[config.mk]
export PLATFORM = sky130hd
export DESIGN_NAME = rst_sequencer
export DESIGN_NICKNAME = d
export VERILOG_FILES = /design/src/rtl/rst_seq_pkg.sv /design/src/rtl/rst_sync_cell.sv /design/src/rtl/rst_sequencer.sv
export SDC_FILE = /design/constraint.sdc
export NUM_CORES = 1
export LEC_CHECK = 0
export CORE_UTILIZATION = 58
export CTS_CLUSTER_DIAMETER = 30
export CTS_CLUSTER_SIZE = 16
export DETAILED_ROUTE_END_ITERATION = 10
export GPL_ROUTABILITY_DRIVEN = 0
export PLACE_DENSITY_LB_ADDON = 0.2
export SLEW_MARGIN = 20
export SYNTH_ARGS = -nofsm -noshare
export SYNTH_HDL_FRONTEND = slang
export SYNTH_HIERARCHICAL = 1
export SYNTH_SLANG_ARGS = --single-unit
[constraint.sdc]
create_clock -name clk -period 2.8 [get_ports clk]
set_input_delay 0.56 -clock clk [delete_from_list [all_inputs] [get_ports clk]]
set_output_delay 0.56 -clock clk [all_outputs]
set_load 0.01 [all_outputs]
[src/rtl/rst_seq_pkg.sv]
// rst_seq_pkg: shared types and helpers for the reset sequencer.
//   rst_seq_state_t : sequencer FSM states
//   STAGE_IDX_W     : width of the stage index (covers up to 8 outputs)
//   clog2()         : ceiling log2 for counter widths (minimum 1)
package rst_seq_pkg;

  typedef enum logic [1:0] {
    ASSERT = 2'd0,
    HOLD   = 2'd1,
    REL    = 2'd2,
    RUN    = 2'd3
  } rst_seq_state_t;

  localparam int STAGE_IDX_W = 3;

  function automatic int clog2(input int value);
    int w;
    w = 0;
    for (int v = value - 1; v > 0; v = v >> 1) w++;
    if (w < 1) w = 1;
    return w;
  endfunction

endpackage

[src/rtl/rst_sync_cell.sv]
// rst_sync_cell: reset deassertion synchronizer.
//   Chain of STAGES flops, asynchronously set by rst, shifting in 0 once
//   rst is low, so the release reaches the clock domain synchronously.
// Ports:
//   clk      in   clock
//   rst      in   asynchronous, active-high reset (sets the chain)
//   rst_sync out  synchronized reset, high until STAGES edges after rst falls
module rst_sync_cell #(
  parameter int STAGES = 2
) (
  input  logic clk,
  input  logic rst,
  output logic rst_sync
);

  logic [STAGES-1:0] chain_q;

  always_ff @(posedge clk or posedge rst) begin
    if (rst) chain_q <= '1;
    else     chain_q <= {chain_q[STAGES-2:0], 1'b0};
  end

  assign rst_sync = chain_q[STAGES-1];

endmodule

[src/rtl/rst_sequencer.sv]
// rst_sequencer: reset generator/sequencer for one clock domain.
//   Asserts all downstream resets asynchronously on rst, then releases them
//   synchronously one stage at a time (0..NUM_OUT-1), gated by a hold time
//   and per-stage acknowledgements. sw_rst_req re-runs the sequence from HOLD.
// Optional feature: define RST_SEQ_ACK_TIMEOUT_EN to add a per-stage ack
//   timeout (sticky err, full retry). Without it REL waits forever, err = 0.
// Ports:
//   clk          in   clock
//   rst          in   asynchronous, active-high reset
//   sw_rst_req   in   synchronous soft-reset request (level)
//   stage_ack    in   per-stage ready, sampled only while that stage releases
//   rst_out      out  sequenced resets, async assert / sync deassert
//   busy         out  high in every state except RUN
//   all_released out  high only in RUN
//   err          out  sticky ack-timeout flag
//
// state  | meaning
// ASSERT | all resets high, waiting for the synchronized release
// HOLD   | all resets high, counting HOLD_CYCLES edges
// REL    | stage idx released, waiting for stage_ack[idx]
// RUN    | every stage released
module rst_sequencer
  import rst_seq_pkg::*;
#(
  parameter int SYNC_STAGES = 2,
  parameter int HOLD_CYCLES = 16,
  parameter int NUM_OUT     = 3,
  parameter int ACK_TIMEOUT = 255
) (
  input  logic               clk,
  input  logic               rst,
  input  logic               sw_rst_req,
  input  logic [NUM_OUT-1:0] stage_ack,
  output logic [NUM_OUT-1:0] rst_out,
  output logic               busy,
  output logic               all_released,
  output logic               err
);

  if (SYNC_STAGES < 2 || SYNC_STAGES > 4) begin : g_chk_sync
    $error("rst_sequencer: SYNC_STAGES must be 2..4");
  end
  if (HOLD_CYCLES < 1) begin : g_chk_hold
    $error("rst_sequencer: HOLD_CYCLES must be >= 1");
  end
  if (NUM_OUT < 1 || NUM_OUT > 8) begin : g_chk_num
    $error("rst_sequencer: NUM_OUT must be 1..8");
  end
  if (ACK_TIMEOUT < 1) begin : g_chk_ack
    $error("rst_sequencer: ACK_TIMEOUT must be >= 1");
  end

`ifdef RST_SEQ_ACK_TIMEOUT_EN
  localparam int CNT_MAX = (HOLD_CYCLES > ACK_TIMEOUT) ? HOLD_CYCLES : ACK_TIMEOUT;
`else
  localparam int CNT_MAX = HOLD_CYCLES;
`endif
  localparam int CNT_W = clog2(CNT_MAX + 1);
  localparam logic [CNT_W-1:0]       HOLD_LAST = CNT_W'(HOLD_CYCLES - 1);
  localparam logic [STAGE_IDX_W-1:0] IDX_LAST  = STAGE_IDX_W'(NUM_OUT - 1);

  rst_seq_state_t           state_q, state_d;
  logic [STAGE_IDX_W-1:0]   idx_q, idx_d;
  logic [CNT_W-1:0]         cnt_q, cnt_d;
  logic [NUM_OUT-1:0]       rst_out_q, rst_out_d;
  logic                     rst_sync;
  logic                     ack_cur;
  logic                     hold_done;

`ifdef RST_SEQ_ACK_TIMEOUT_EN
  localparam logic [CNT_W-1:0] ACK_LAST = CNT_W'(ACK_TIMEOUT - 1);
  logic err_q, err_d;
`endif

  rst_sync_cell #(.STAGES(SYNC_STAGES)) u_sync (
    .clk      (clk),
    .rst      (rst),
    .rst_sync (rst_sync)
  );

  always_comb begin
    state_d   = state_q;
    idx_d     = idx_q;
    cnt_d     = cnt_q;
    rst_out_d = rst_out_q;
    hold_done = 1'b0;
`ifdef RST_SEQ_ACK_TIMEOUT_EN
    err_d     = err_q;
`endif

    ack_cur = 1'b0;
    for (int i = 0; i < NUM_OUT; i++)
      if (idx_q == STAGE_IDX_W'(i)) ack_cur = stage_ack[i];

    case (state_q)
      ASSERT: begin
        rst_out_d = '1;
        cnt_d     = '0;
        // The edge that first samples the released chain is hold edge 1, so
        // rst_out[0] falls SYNC_STAGES+HOLD_CYCLES edges after rst drops.
        if (!rst_sync) begin
          if (HOLD_CYCLES == 1) hold_done = 1'b1;
          else begin
            state_d = HOLD;
            cnt_d   = CNT_W'(1);
          end
        end
      end
      HOLD: begin
        if (cnt_q == HOLD_LAST) hold_done = 1'b1;
        else                    cnt_d = cnt_q + CNT_W'(1);
      end
      REL: begin
        if (ack_cur) begin
          cnt_d = '0;
          if (idx_q == IDX_LAST) state_d = RUN;
          else begin
            idx_d = idx_q + STAGE_IDX_W'(1);
            for (int i = 1; i < NUM_OUT; i++)
              if (idx_q == STAGE_IDX_W'(i - 1)) rst_out_d[i] = 1'b0;
          end
        end
`ifdef RST_SEQ_ACK_TIMEOUT_EN
        else if (cnt_q == ACK_LAST) begin
          err_d     = 1'b1;
          rst_out_d = '1;
          state_d   = HOLD;
          idx_d     = '0;
          cnt_d     = '0;
        end else begin
          cnt_d = cnt_q + CNT_W'(1);
        end
`endif
      end
      RUN: ;
      default: state_d = ASSERT;
    endcase

    if (hold_done) begin
      rst_out_d[0] = 1'b0;
      state_d      = REL;
      idx_d        = '0;
      cnt_d        = '0;
    end

    // Soft reset overrides any ack or timeout sampled on the same edge.
    if (sw_rst_req && state_q != ASSERT) begin
      rst_out_d = '1;
      state_d   = HOLD;
      idx_d     = '0;
      cnt_d     = '0;
    end
  end

  always_ff @(posedge clk or posedge rst) begin
    if (rst) begin
      state_q   <= ASSERT;
      idx_q     <= '0;
      cnt_q     <= '0;
      rst_out_q <= '1;
    end else begin
      state_q   <= state_d;
      idx_q     <= idx_d;
      cnt_q     <= cnt_d;
      rst_out_q <= rst_out_d;
    end
  end

`ifdef RST_SEQ_ACK_TIMEOUT_EN
  always_ff @(posedge clk or posedge rst) begin
    if (rst) err_q <= 1'b0;
    else     err_q <= err_d;
  end
  assign err = err_q;
`else
  assign err = 1'b0;
`endif

  assign rst_out      = rst_out_q;
  assign busy         = (state_q != RUN);
  assign all_released = (state_q == RUN);

endmodule
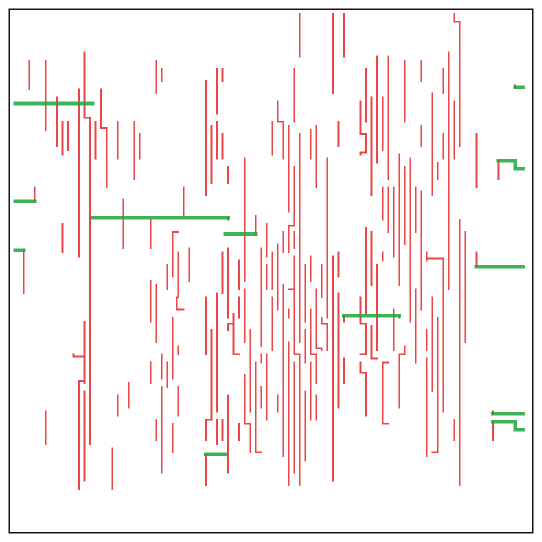
run_1/layers.png
Scale: 12 px per um. Two of the layers only.
[green] M3 | wire length: 41.8 um
[red] M2 | wire length: 852 um

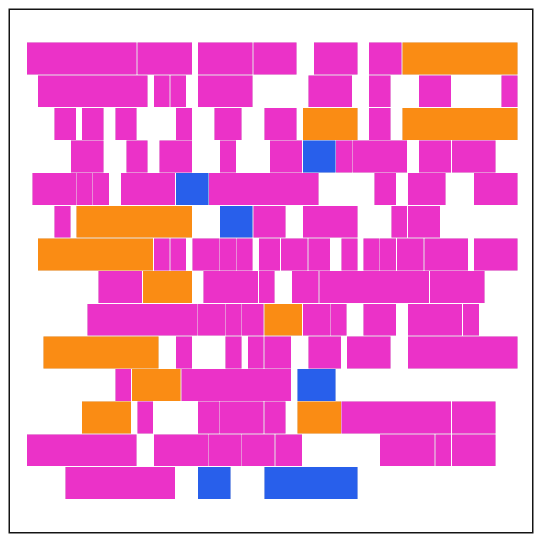
run_1/sizing.png
Scale: 12 px per um.
[magenta] x1 and smaller | cells: 96 | most used: inv_1
[blue] x3 and x4 | cells: 6 | most used: clkbuf_4
[orange] x2 | cells: 11 | most used: dfstp_2

==> GITHUB_STEP_SUMMARY, run 1 <==
## PnR job results

| Metric | Value |
|---|---|
| Synth flops | `15` |
| Number of flip-flops in the largest register | `5` |
| Slew Limit Headroom | `0.654` |
| Area of the die | `0.00189 mm^2` |
| Total Routed Length | `1.80 mm` |
| Count of cells resized by post-cts repair | `0` |
| Type of the most critical hold path | `register to register` |
| Synthesis-to-finish area growth | `12.0%` |
| Category of the most critical setup path | `register to register` |
| Final clock period utilization by the worst path | `0.778` |
| Die boundary width | `43.5 um` |
| Worst hold path endpoint | `u_sync/chain_q[1]` |
| Cell leakage power | `0.512 nW` |
| Clock skew after layout | `0.00541 ns` |
| Unrepaired setup endpoints after global routing | `no` |
| Slowest library cell on the worst path | `dfrtp_1` |
| Total placed cells including tap cells | `125` |
| Synthesized area per cell | `9.79 um^2` |
| Area of the mapped netlist | `998 um^2` |
| Syn nets | `119` |
| TritonCTS clock tree | `yes` |
| Post-synth ARST share | `1.00` |
| Setup violations, final | `0` |
| Routed WL per cell | `14.0 um` |
| Synth Seq Share | `0.382` |
| Portion of total power attributed to the clock network | `0.323` |
| Iteration-0 DRC count of the detailed router | `35` |
| Violated checks | `DRC` |
| Pin count of the biggest net entering global routing | `14` |
| Vias/cell | `5.92` |
| Final design utilization | `0.717` |
| Count of endpoints failing hold in the final timing report | `0` |
| Reg area | `382 um^2` |
| Final layout net count | `131` |
| Launching element type of the critical path | `register` |
| Clock latency on the worst-skew pair | `0.29 ns` |
| Reg-to-reg startpoint | `state_q[0]` |
| Startpoint of the most critical hold path | `u_sync/chain_q[0]` |
| Syn Inst Count | `102` |
| Worst VDD drop | `0.000322 V` |
| Tool warnings | `33` |
| NetSw | `0.0000971 W` |
| Starting Density | `0.640` |
| Crit path DRT | `2.98 ns` |
| Hold Buf Count CTS | `0` |
| Achievable clock frequency | `459 MHz` |
| Vias after detailed routing | `764` |
| Filler cell count | `121` |
| Switching part of the total power | `0.246` |
| First-pass GRT wire length | `3.05 mm` |
| Total cell area reported by yosys after synthesis | `998 um^2` |
| Number of global-route vias before repair | `689` |
| Worst setup EP type | `register` |
| Worst-path fanout max | `10` |
| Worst r2r path cells | `6` |
| Number of detailed-routing iterations run before antenna repair | `7` |
| Total power | `0.000396 W` |
| Number of remaining DRC errors | `4` |
| Portion of total power attributed to combinational logic | `0.099` |
| Routed Antenna Nets | `0` |
| Number of clock buffers inserted by TritonCTS | `3` |
| Detailed-placement wirelength estimate | `1.37 mm` |
| Sequential share of power | `0.578` |
| Outcome | `finished, violations left` |
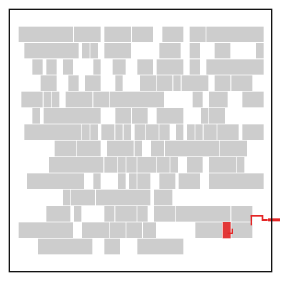
run_1/port_trees.png
Scale: 6 px per um.
[red] busy | bits: 1 | direction: output | end cells: 1 | buffers: 1 | wire: 6.10 um
port bufs: 10
ports placed on the boundary: 12

run 1: worst max-delay path by stage:
stage / endpoint / startpoint / cells past startpoint / slack (ns)
2_1_floorplan: cnt_q[2] / cnt_q[0] / 7 / 0.91
3_3_place_gp: cnt_q[4] / sw_rst_req / 5 / 0.63
3_5_place_dp: cnt_q[4] / sw_rst_req / 5 / 0.57
4_1_cts: cnt_q[4] / state_q[0] / 6 / 0.63
5_1_grt: cnt_q[4] / state_q[0] / 6 / 0.51
6_report: cnt_q[4] / state_q[0] / 6 / 0.62
run 1: per-stage QoR:
step                      worst slack, ns  hold WS [ns]  cell area [um^2]
after floorplan                     0.907         0.345               998
after global placement              0.626         0.347              1090
after detailed placement            0.575         0.349              1090
after CTS                           0.632         0.363              1120
after global routing                0.509         0.363              1120
final                               0.621         0.361              1120
run 1: cells in the mapped netlist, types with 2 or more instances:
master,number,area share
nand3b_1,3,0.023
dfstp_2,5,0.13
a21o_1,5,0.038
o21ai_0,2,0.010
a31oi_1,3,0.019
nand3_1,6,0.030
dfrtp_1,10,0.25
mux2_2,3,0.034
nor3b_1,2,0.015
inv_1,12,0.045
buf_4,3,0.023
nor2_1,6,0.023
nand2_1,6,0.023
conb_1,2,0.0075
a21oi_1,3,0.015
ha_1,11,0.14
run 1: cell families after synthesis:
| family | Yosys count | synth area share |
|---|---|---|
| and+or+nand+nor | 32 | 0.187 |
| AOI/OAI and AO/OA | 22 | 0.163 |
| buffers and inverters | 16 | 0.0789 |
| DFF | 15 | 0.382 |
| adders and majority gates | 11 | 0.138 |
| muxes | 4 | 0.0439 |
| other | 2 | 0.00752 |
run 1: critical path, delay by kind of cell (launching register included):
kind,cells,cell delay (ns)
AND-OR/OR-AND,1,0.25
buffers and inverters,1,0.18
multiplexers,1,0.37
adder cells (fa/ha/maj),1,0.25
flip-flops,1,0.45
AND/OR/NAND/NOR,2,0.57
run 1: per-layer routing:
metal  GRT usage  vias to the layer above  share of wire
met5           0                        -              0
met4       0.113                        0          0.015
met3      0.0250                        4          0.023
met2       0.342                       12           0.47
met1       0.311                      372           0.49
li1            -                      376              -
run 1: final cells by class:
class | count | area share
clock buffers | 4 | 0.0235
inverters | 12 | 0.0403
multi-input cells | 71 | 0.481
flip-flops and latches | 15 | 0.341
well taps | 16 | 0.0179
repair buffers | 11 | 0.0962
run 1: power groups by stage:
stage,clock [W],sequential (W),combinational [W]
final,0.000128,0.000229,0.0000390
after detailed placement,0,0.000233,0.0000393
after global routing,0.000135,0.000230,0.0000445
after floorplan,0,0.000232,0.0000274
after CTS,0.000131,0.000229,0.0000395
after global placement,0,0.000232,0.0000382
run 1: layout by cell type, fill, tap and decap left out, drive strengths merged:
cell type      instances
nand2b                 1
a21o                   5
nand4                  2
or2                    1
a31oi                  3
a32oi                  1
a21oi                  3
o22ai                  1
nand2                  6
and2                   1
conb                   2
buf                    1
clkbuf                 4
ha                    11
nand3                  6
clkdlybuf4s50         10
or2b                   1
a22oi                  1
inv                   12
nor2b                  1
nand3b                 3
a32o                   1
and3                   1
o211ai                 1
nor2                   6
mux2                   3
o21ai                  3
a221o                  1
a22o                   1
nor3b                  2
a211oi                 1
nor3                   1
dfrtp                 10
mux2i                  1
dfstp                  5
run_1/pinout.png
Scale: 12 px per um. Pins as bars across the die edge, other pins in gray.
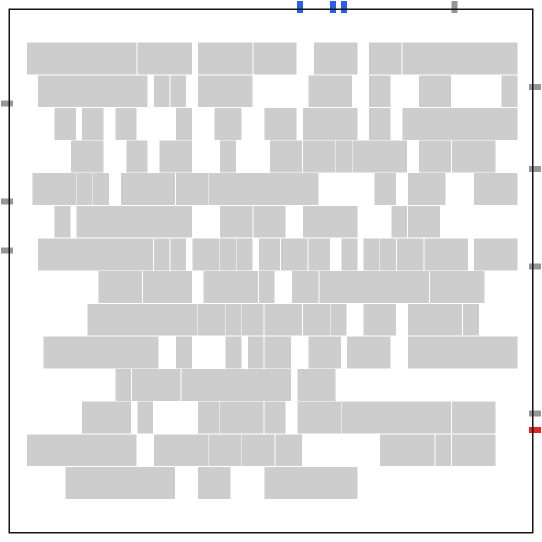

==> run 2, diff against run 1 <==
--- a/config.mk
+++ b/config.mk
@@ -5,7 +5,7 @@
 export SDC_FILE = /design/constraint.sdc
 export NUM_CORES = 1
 export LEC_CHECK = 0
-export CORE_UTILIZATION = 58
+export CORE_UTILIZATION = 49
 export CTS_CLUSTER_DIAMETER = 30
 export CTS_CLUSTER_SIZE = 16
 export DETAILED_ROUTE_END_ITERATION = 10
==> constraint.sdc (replaced) <==
create_clock -name clk -period 1.8 [get_ports clk]
set_input_delay 0.36 -clock clk [delete_from_list [all_inputs] [get_ports clk]]
set_output_delay 0.36 -clock clk [all_outputs]
set_load 0.01 [all_outputs]
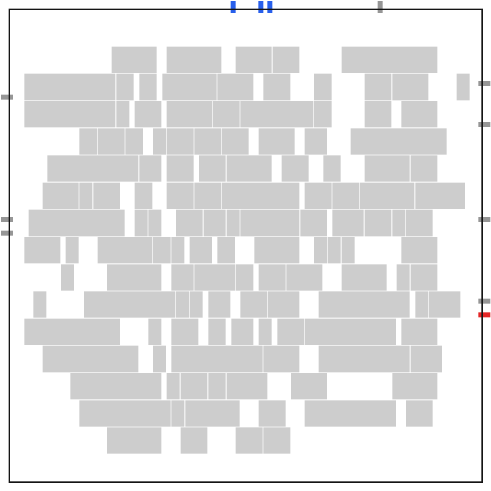
run_2/pinout.png
Scale: 10 px per um. Pins as bars across the die edge, other pins in gray.
[blue] stage_ack | pins: 3 | direction: input | edge: top
[red] busy | pins: 1 | direction: output | edge: right
all pins by edge: 5 right, 4 top, 3 left
vertical extent of the die: 47.1 um
die boundary width: 47.1 um

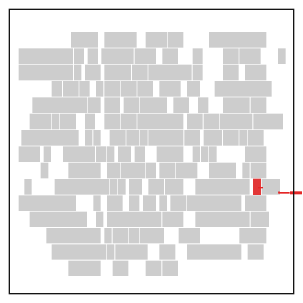
run_2/port_trees.png
Scale: 6 px per um.
[red] busy | bits: 1 | direction: output | end cells: 1 | buffers: 1 | wire: 2.50 um

==> GITHUB_STEP_SUMMARY, run 2 <==
## PnR job results

| Metric | Value |
|---|---|
| Antenna violations before repair | `0` |
| Type of the most critical hold path | `register to register` |
| Post-synth tally of flip-flops with integrated enable | `0` |
| First-pass GRT wire length | `3.15 mm (+3.2%)` |
| Synthesis-to-finish area growth | `33.6%` |
| Reg area | `382 um^2 (unchanged)` |
| Final Cell Area | `0.00133 mm^2 (+19%)` |
| Pin count of the biggest net entering global routing | `14 (unchanged)` |
| TritonCTS clock tree | `yes` |
| Post-layout worst setup margin | `-0.00527 ns (-0.627 ns)` |
| Routed Antenna Nets | `0 (unchanged)` |
| Number of remaining DRC errors | `0 (-4)` |
| Unrepaired setup endpoints after global routing | `yes` |
| Number of detailed-routing iterations run before antenna repair | `4 (-3)` |
| Series of cell instances along the critical path | `ha_2 -> and3_4 -> ha_4 -> nand2_4 -> nand4_4 -> or2_4 -> a221o_1` |
| Post-synthesis cell count from yosys | `102` |
| Vias/cell | `5.11 (-14%)` |
| Vias after detailed routing | `792 (+3.7%)` |
| Combinational Area | `616 um^2` |
| Violated checks | `setup timing` |
| Crit path DRT | `1.98 ns (-1.00 ns)` |
| Filler cell count | `137 (+13%)` |
| Number of global-route vias before repair | `757 (+9.9%)` |
| Post-Route Hold Slack | `0.364 ns (+0.00375 ns)` |
| Area of the mapped netlist | `998 um^2 (unchanged)` |
| Synthesized area per cell | `9.79 um^2 (unchanged)` |
| Number of clock buffers inserted by TritonCTS | `3 (unchanged)` |
| Ports placed on the boundary | `12 (unchanged)` |
| Antenna diode instance count | `0` |
| Starting Density | `0.548 (-0.0920)` |
| Instance area at placement | `0.00122 mm^2 (+12%)` |
| Total cell area reported by yosys after synthesis | `998 um^2 (unchanged)` |
| Achievable clock frequency | `554 MHz (+21%)` |
| Timing startpoint of the critical path | `cnt_q[1]` |
| Tool warnings | `35 (+6.1%)` |
| Post-synth area hogs | `dfrtp_1 (25%), ha_1 (14%), dfstp_2 (13%)` |
| Final design utilization | `0.733 (+0.0151)` |
| Routed WL per cell | `12.4 um (-11%)` |
| Area inside the core boundary | `0.00182 mm^2` |
| Syn Inst Count | `102 (unchanged)` |
| Worst-path fanout max | `4 (-6)` |
| Count of endpoints failing hold in the final timing report | `0 (unchanged)` |
| Leading cell type by number of instances after synthesis | `inv_1` |
| Final layout net count | `148 (+13%)` |
| H-tree level count | `1` |
| Area share, top type | `0.251 (unchanged)` |
| Detailed-placement wirelength estimate | `1.44 mm (+5.1%)` |
| Worst VDD drop | `0.000491 V (+53%)` |
| Number of flip-flops in the largest register | `5 (unchanged)` |
| Worst setup EP type | `register` |
| Outcome | `finished, violations left` |
| Most area-hungry cell type in the Yosys netlist | `dfrtp_1` |
| Commonest cells after routing, fill and taps aside | `buf_4 (18), dfrtp_1 (10), inv_1 (9), clkdlybuf4s50_1 (8)` |
| Iteration-0 DRC count of the detailed router | `15 (-57%)` |
| Clock latency on the worst-skew pair | `0.28 ns (about the same)` |
| Category of the most critical setup path | `register to register` |
| Startpoint of the most critical hold path | `u_sync/chain_q[0]` |
| Syn nets | `119 (unchanged)` |
| Clock skew after layout | `0.00134 ns (-0.00407 ns)` |
| Final clock period utilization by the worst path | `1.00 (+0.225)` |
| Area of the die | `0.00222 mm^2 (+17%)` |
| Cell leakage power | `0.607 nW (+18%)` |
| Setup violations, final | `1 (+1)` |
| Post-synth ARST share | `1.00 (unchanged)` |
| Synth Seq Share | `0.382 (unchanged)` |
| Total routing usage reported by global routing | `0.202` |
| Synth cell count leaders | `inv_1 (12), ha_1 (11), dfrtp_1 (10)` |
| Synth flops | `15 (unchanged)` |
| Largest incremental delay on the critical path | `0.39 ns` |
| Launching element type of the critical path | `register` |
| Total Routed Length | `1.92 mm (+6.5%)` |
| Endpoint arrival time on the critical path | `1.98 ns` |
| Reg-to-reg startpoint | `cnt_q[1]` |
| Slowest library cell on the worst path | `dfrtp_1` |
| Port bufs | `10 (unchanged)` |
| Total power | `0.000631 W (+60%)` |
| Most common logic cell in the routed design | `buf_4` |
| Hold Buf Count CTS | `0 (unchanged)` |
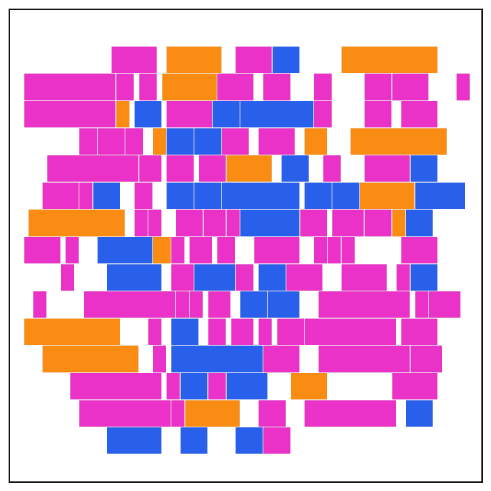
run_2/sizing.png
Scale: 10 px per um.
[magenta] x1 and smaller | cells: 82 | most used: dfrtp_1
[orange] x2 | cells: 16 | most used: dfstp_2
[blue] x3 and x4 | cells: 32 | most used: buf_4

## run 2: cell count changes in the layout (fill, tap and decap cells not counted), sizes merged
cell           previous run  this run
dlygate4sd2               0         2
clkinv                    0         1
clkdlybuf4s50            10         8
buf                       1        18
clkbuf                    4         3
## run 2: layout make-up
type	count	area share
well taps	25	0.0235
clock inverters	1	0.00375
inverters	12	0.0338
clock buffers	3	0.0169
repair buffers	28	0.174
flip-flops and latches	15	0.286
multi-input cells	71	0.462
## run 2: worst max-delay path: cells and delay by family, from the launching register on
family	cells	cell delay [ns]
simple gates	4	0.63
fa+ha+maj	2	0.35
flops	1	0.39
compound gates	1	0.32
## run 2: final timing paths
| check | endpoint | slack [ns] | cells after the start |
|---|---|---|---|
| worst min-delay path | u_sync/chain_q[1] | 0.36 | 0 |
| worst min register to register | u_sync/chain_q[1] | 0.36 | 0 |
| min in group asynchronous | u_sync/chain_q[1] | 0.41 | 2 |
| worst max-delay path | cnt_q[2] | -0.005 | 7 |
| worst max register to register | cnt_q[2] | -0.005 | 7 |
| max in group asynchronous | rst_out[1] | 1.04 | 2 |
## run 2: cells by family (layout without fill, tap and decap cells)
group / Yosys count / in the layout / synth area share
AOI/OAI and AO/OA: 22 / 22 / 0.163
adders and majority gates: 11 / 11 / 0.138
buffers and inverters: 16 / 44 / 0.0789
DFF: 15 / 15 / 0.382
muxes: 4 / 4 / 0.0439
other: 2 / 2 / 0.00752
and+or+nand+nor: 32 / 32 / 0.187
## run 2: metal layers
metal  part of all wire  global-route usage  wire length (um)
met1               0.50               0.271               949
met2               0.48               0.347               914
met3              0.016              0.0231                31
met4              0.011              0.0514                21
met5                  0                   0                 0
## run 2: metrics by stage
step,instances,TNS (ns),setup slack (ns)
global route,155,-0.298,-0.0680
floorplan,102,0,0.0123
global placement,148,-0.271,-0.0974
CTS,155,-0.0761,-0.0327
detailed placement,148,-0.404,-0.121
finish,155,-0.00527,-0.00527
## run 2: what timing repair did
action / in CTS / in global routing
gates resized: 7 / 11
pin swaps: 3 / 6
setup buffers: 3 / 0
endpoints found under the setup margin: 6 / 11
hold endpoints to repair: 0 / 0
## run 2: report_power, final
part | total [W] | internal [W] | switching, W
registers | 0.000355 | 0.000349 | 0.00000566
clock network | 0.000195 | 0.0000826 | 0.000112
logic | 0.0000813 | 0.0000432 | 0.0000381
total | 0.000631 | 0.000475 | 0.000156
No activity file was given, so power comes from the tool's default toggle rates.
